Fig. 1: run 1, metal 2
(2 px per um) Cells faint in the background.
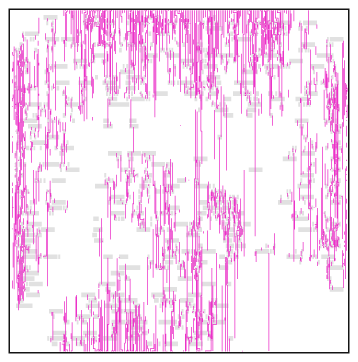
Fig. 2: run 1, layout detail
Window x 117 to 137, y 118 to 138 um. Cells in grey, sequential cells in the stronger grey; small squares are vias.
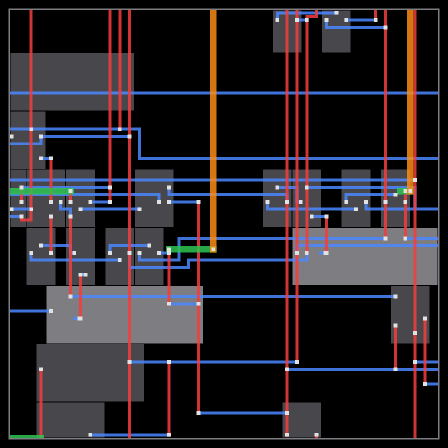
Fig. 3: run 1, wiring by layer
(3 px per um) Two of the layers only.
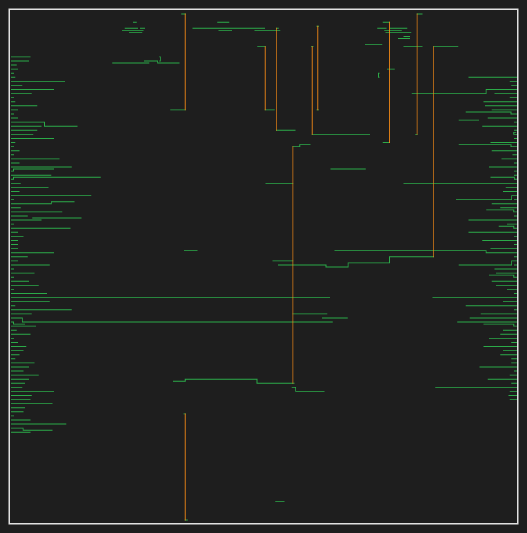
==> config.mk <==
export PLATFORM = sky130hd
export DESIGN_NAME = mem_port_arbiter
export DESIGN_NICKNAME = d
export VERILOG_FILES = /design/src/rtl/mem_port_arbiter.sv
export SDC_FILE = /design/constraint.sdc
export NUM_CORES = 1
export LEC_CHECK = 0
export ABC_AREA = 1
export CORE_AREA = 2 2 167 169
export CTS_BUF_LIST = sky130_fd_sc_hd__clkbuf_8
export CTS_CLUSTER_DIAMETER = 30
export DETAILED_ROUTE_END_ITERATION = 8
export DIE_AREA = 0 0 169 171
export DONT_BUFFER_PORTS = 1
export GPL_ROUTABILITY_DRIVEN = 0
export PLACE_DENSITY_LB_ADDON = 0.12
export SLEW_MARGIN = 15
export SYNTH_ARGS = -nofsm -noshare
export SYNTH_HDL_FRONTEND = slang
export SYNTH_SLANG_ARGS = --single-unit
==> constraint.sdc <==
create_clock -name clk -period 3.95 [get_ports clk]
set_input_delay 0.5925 -clock clk [delete_from_list [all_inputs] [get_ports clk]]
set_output_delay 0.5925 -clock clk [all_outputs]
set_load 0.05 [all_outputs]
==> src/rtl/mem_port_arbiter.sv <==
// Round-robin arbiter sharing one data-memory port among NREQ requesters, with a single
// outstanding transaction, response routing back to the issuer and a stuck-access watchdog.
module mem_port_arbiter #(
  parameter int unsigned NREQ      = 3,
  parameter int unsigned AW        = 32,
  parameter int unsigned TO_CYCLES = 1024,
  parameter logic [31:0] ERR_DATA  = 32'hDEADBEEF
) (
  input  logic               clk,
  input  logic               rst,
  input  logic [NREQ-1:0]    req_valid,
  output logic [NREQ-1:0]    req_ready,
  input  logic [NREQ*AW-1:0] req_addr,
  input  logic [NREQ*4-1:0]  req_we,
  input  logic [NREQ*32-1:0] req_wdata,
  output logic [NREQ-1:0]    rsp_valid,
  output logic [31:0]        rsp_rdata,
  output logic               rsp_err,
  output logic               m_oe,
  output logic [3:0]         m_we,
  output logic [AW-1:0]      m_addr,
  output logic [31:0]        m_wdata,
  input  logic               m_ready,
  input  logic               m_valid,
  input  logic [31:0]        m_rdata,
  output logic [7:0]         late_cnt
);

  localparam int unsigned IdxW = (NREQ > 1) ? $clog2(NREQ) : 1;
  localparam int unsigned CntW = (TO_CYCLES > 1) ? $clog2(TO_CYCLES) : 1;
  localparam logic [IdxW-1:0] LastIdx = IdxW'(NREQ - 1);
  localparam logic [CntW-1:0] CntMax  = CntW'(TO_CYCLES - 1);
  localparam logic [IdxW:0]   NreqW   = (IdxW + 1)'(NREQ);

  typedef enum logic [1:0] {
    StIdle  = 2'd0,
    StIssue = 2'd1,
    StWait  = 2'd2
  } state_e;

  state_e          state_q, state_d;
  logic [IdxW-1:0] last_grant_q, last_grant_d;
  logic [IdxW-1:0] gnt_idx_q, gnt_idx_d;
  logic [AW-1:0]   addr_q, addr_d;
  logic [3:0]      we_q, we_d;
  logic [31:0]     wdata_q, wdata_d;
  logic [CntW-1:0] to_cnt_q, to_cnt_d;
  logic [NREQ-1:0] rsp_valid_q, rsp_valid_d;
  logic            rsp_err_q, rsp_err_d;
  logic [31:0]     rsp_rdata_q, rsp_rdata_d;
  logic [7:0]      late_cnt_q, late_cnt_d;

  logic            arb_found;
  logic [IdxW-1:0] arb_idx;
  logic [IdxW:0]   cand_w;
  logic            complete;
  logic            timeout;
  logic            late_pulse;

  // Rotating priority: scan last_grant+1, +2, ... wrapping at NREQ.
  always_comb begin
    arb_found = 1'b0;
    arb_idx   = '0;
    cand_w    = '0;
    for (int unsigned k = 1; k <= NREQ; k++) begin
      cand_w = {1'b0, last_grant_q} + (IdxW + 1)'(k);
      if (cand_w >= NreqW) begin
        cand_w = cand_w - NreqW;
      end
      if (!arb_found && req_valid[cand_w[IdxW-1:0]]) begin
        arb_found = 1'b1;
        arb_idx   = cand_w[IdxW-1:0];
      end
    end
  end

  always_comb begin
    req_ready = '0;
    if (rst && (state_q == StIdle) && arb_found) begin
      req_ready[arb_idx] = 1'b1;
    end
  end

  always_comb begin
    state_d      = state_q;
    last_grant_d = last_grant_q;
    gnt_idx_d    = gnt_idx_q;
    addr_d       = addr_q;
    we_d         = we_q;
    wdata_d      = wdata_q;
    to_cnt_d     = to_cnt_q;
    rsp_valid_d  = '0;
    rsp_err_d    = 1'b0;
    rsp_rdata_d  = rsp_rdata_q;
    late_cnt_d   = late_cnt_q;
    complete     = 1'b0;
    timeout      = 1'b0;
    late_pulse   = 1'b0;

    case (state_q)
      StIdle: begin
        late_pulse = m_valid;
        if (arb_found) begin
          state_d      = StIssue;
          gnt_idx_d    = arb_idx;
          last_grant_d = arb_idx;
          addr_d       = req_addr[arb_idx*AW +: AW];
          we_d         = req_we[arb_idx*4 +: 4];
          wdata_d      = req_wdata[arb_idx*32 +: 32];
          to_cnt_d     = '0;
        end
      end
      StIssue: begin
        if (m_ready && m_valid) begin
          complete = 1'b1;
        end else begin
          // A completion while the request is still unaccepted cannot belong to it.
          late_pulse = m_valid;
          if (to_cnt_q == CntMax) begin
            timeout = 1'b1;
          end else begin
            to_cnt_d = to_cnt_q + CntW'(1);
            if (m_ready) begin
              state_d = StWait;
            end
          end
        end
      end
      StWait: begin
        if (m_valid) begin
          complete = 1'b1;
        end else if (to_cnt_q == CntMax) begin
          timeout = 1'b1;
        end else begin
          to_cnt_d = to_cnt_q + CntW'(1);
        end
      end
      default: begin
        state_d = StIdle;
      end
    endcase

    // A real completion on the limit cycle takes precedence over the watchdog.
    if (complete) begin
      rsp_valid_d[gnt_idx_q] = 1'b1;
      rsp_rdata_d            = m_rdata;
      state_d                = StIdle;
    end else if (timeout) begin
      rsp_valid_d[gnt_idx_q] = 1'b1;
      rsp_err_d              = 1'b1;
      rsp_rdata_d            = ERR_DATA;
      state_d                = StIdle;
    end

    if (late_pulse && (late_cnt_q != 8'hFF)) begin
      late_cnt_d = late_cnt_q + 8'd1;
    end
  end

  always_ff @(posedge clk) begin
    if (!rst) begin
      state_q      <= StIdle;
      last_grant_q <= LastIdx;
      gnt_idx_q    <= '0;
      addr_q       <= '0;
      we_q         <= '0;
      wdata_q      <= '0;
      to_cnt_q     <= '0;
      rsp_valid_q  <= '0;
      rsp_err_q    <= 1'b0;
      rsp_rdata_q  <= '0;
      late_cnt_q   <= '0;
    end else begin
      state_q      <= state_d;
      last_grant_q <= last_grant_d;
      gnt_idx_q    <= gnt_idx_d;
      addr_q       <= addr_d;
      we_q         <= we_d;
      wdata_q      <= wdata_d;
      to_cnt_q     <= to_cnt_d;
      rsp_valid_q  <= rsp_valid_d;
      rsp_err_q    <= rsp_err_d;
      rsp_rdata_q  <= rsp_rdata_d;
      late_cnt_q   <= late_cnt_d;
    end
  end

  assign m_oe      = (state_q == StIssue);
  assign m_we      = we_q;
  assign m_addr    = addr_q;
  assign m_wdata   = wdata_q;
  assign rsp_valid = rsp_valid_q;
  assign rsp_err   = rsp_err_q;
  assign rsp_rdata = rsp_rdata_q;
  assign late_cnt  = late_cnt_q;

endmodule

==> results.sh, run 1 <==
# source this file to load flow results
export IMPL_yosys_area_share_simple=0.348
export IMPL_wl_per_cell_um=17.1
export IMPL_top_logic_kind="simple AND/OR/NAND/NOR gates"
export IMPL_outcome="complete, no violations"
export IMPL_min_to="last_grant_q[1]"
export IMPL_synthTopCellsByArea="dfxtp_1 38%, nand3_1 11%, nand2_1 11%"
export IMPL_max_slew_margin=0.426
export IMPL_grt_overflow_total=0
export IMPL_critical_path_top_delay_family="simple AND/OR/NAND/NOR gates"
export IMPL_crit_path_max_fanout=21
export IMPL_reg2reg_slack_ns=0.95
export IMPL_cts_buffer_depth=2
export IMPL_drt_first_iter_violations=388
export IMPL_post_route_cell_area_um2=7310
export IMPL_fp_util=0.244
export IMPL_synth_area_yosys_um2=6660
export IMPL_finClkSkew_ns=0.0177
export IMPL_vias_per_cell=4.72
export IMPL_die_x_um=169
export IMPL_post_synth_cell_area_avg_um2=6.59
About Fig. 1:
main direction	vertical
wire length on this layer	11000 um
longest straight run	87.0 um
share of all routed wire	48%
nets with wire on the layer	879
M2 GR Usage: 0.249
WL final: 22.9 mm
total number of vias: 6326

About Fig. 2:
colour	layer
orange	met4
red	met2
blue	met1
green	met3
sequential cells in the window	2
netlist names of flops here include	m_addr (1), m_wdata (1)
most frequent	nor2_1 (6), nand2_1 (4), nand3_1 (3)
cells with their middle in the window	22

About Fig. 3:
colour	layer	wire length
orange	met4	409 um
green	met3	1930 um

==> run 1: where the power goes <==
part	switching (mW)	total, mW	internal [mW]
sequential	1.37	3.03	1.66
clock	0.634	1.28	0.649
combinational	3.37	4.83	1.46
total	5.37	9.14	3.77
==> run 1: cell usage after synthesis <==
cell type    n
nand2_1    201
nor2_1     160
nand3_1    152
dfxtp_1    127
inv_1      123
a21oi_1     88
buf_2       26
o221ai_1    24
clkbuf_1    20
buf_4       12
ha_1        10
nor3_1      10
o21ai_0     10
a32o_1       8
buf_6        4
inv_2        4
nand2_2      4
and3_1       3
nand4_1      3
xor2_1       3
nor3b_1      2
nor4_1       2
o21ai_1      2
or2_2        2
xnor2_1      2
buf_1        1
nand3b_1     1
nor2_2       1
nor2_4       1
nor3_2       1
nor3b_2      1
o211ai_1     1
o21a_1       1
o22ai_1      1
==> run 2, diff against run 1 <==
==> constraint.sdc (replaced) <==
create_clock -name clk -period 3.3 [get_ports clk]
set_input_delay 0.495 -clock clk [delete_from_list [all_inputs] [get_ports clk]]
set_output_delay 0.495 -clock clk [all_outputs]
set_load 0.05 [all_outputs]
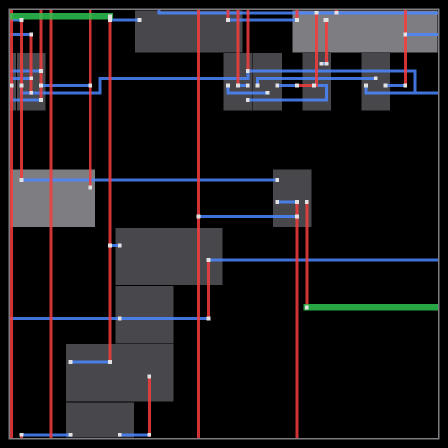
Fig. 4. Layout detail (run 2).
Window x 117 to 137, y 118 to 138 um. Cells in grey, sequential cells in the stronger grey; small squares are vias.
colour	layer
blue	met1
red	met2
green	met3
most frequent	nor2_1 (3), clkbuf_8 (3), dfxtp_1 (2)
netlist names of flops here include	m_addr (2)
cells with their middle in the window	13
sequential cells in the window	2

==> results.sh, run 2 <==
# source this file to load flow results
export IMPL_synth_area_yosys_um2=6660
export IMPL_xor_share=0.00658
export IMPL_pg_seq_mw=3.64
export IMPL_fp_util=0.244
export IMPL_yosys_area_share_simple=0.348
export IMPL_outcome="complete, no violations"
export IMPL_die_x_um=169
export IMPL_power_frac_seq=0.332
export IMPL_p_comb_frac=0.541
export IMPL_p_comb_mw=5.92
export IMPL_min_to="rsp_rdata[23]"
export IMPL_htree_num_levels=4
export IMPL_intPower_mw=4.49
export IMPL_post_route_cell_area_um2=7320
export IMPL_gr_usage_met2=0.254
export IMPL_swShare=0.590
export IMPL_vias_per_cell=4.71
export IMPL_cts_buffer_depth=2
export IMPL_reg2reg_slack_ns=0.56
export IMPL_seq_area_frac_synth=0.382
export IMPL_max_cap_viol_count=0
export IMPL_drt_first_iter_violations=336
export IMPL_power_leader="combinational cells"
export IMPL_finClkSkew_ns=0.0114
export IMPL_vias=6325
export IMPL_p_clk_mw=1.39
export IMPL_critical_path_top_delay_family="simple AND/OR/NAND/NOR gates"
export IMPL_wl_per_cell_um=17.1
export IMPL_yosys_most_used_dff="dfxtp_1"
export IMPL_synthTopCellsByArea="dfxtp_1 38%, nand3_1 11%, nand2_1 11%"
export IMPL_power_switching_mw=6.46
export IMPL_max_slew_margin=0.424
export IMPL_cts_root_buf="clkbuf_8"
export IMPL_wl_mm=23.0
export IMPL_placementRows=61
export IMPL_clock_power_share=0.127
export IMPL_grt_overflow_total=0
export IMPL_yosys_top_cells_count="201 x nand2_1, 160 x nor2_1, 152 x nand3_1"
-- run 2: cell counts after synthesis --
No cell type changed its count.
-- run 2: how the worst max path moves through the flow --
stage	slack, ns	start	end	cells after the start
after detailed placement	0.48	last_grant_q[0]	req_ready[2]	11
after floorplan	0.34	last_grant_q[0]	req_ready[0]	15
final	0.24	last_grant_q[0]	req_ready[2]	11
after CTS	0.02	last_grant_q[0]	req_ready[2]	11
after global routing	0.01	last_grant_q[0]	req_ready[2]	11
after global placement	0.49	last_grant_q[0]	req_ready[2]	11
-- run 2: cell type report --
class,instances,area (um2),share of cell area
clock inverters,15,161,0.0221
flip-flops and latches,127,2540,0.348
well taps,346,433,0.0592
repair buffers,17,153,0.0209
multi-input cells,694,3320,0.453
clock buffers,17,234,0.0320
inverters,127,477,0.0651
No activity file was given, so power comes from the tool's default toggle rates.
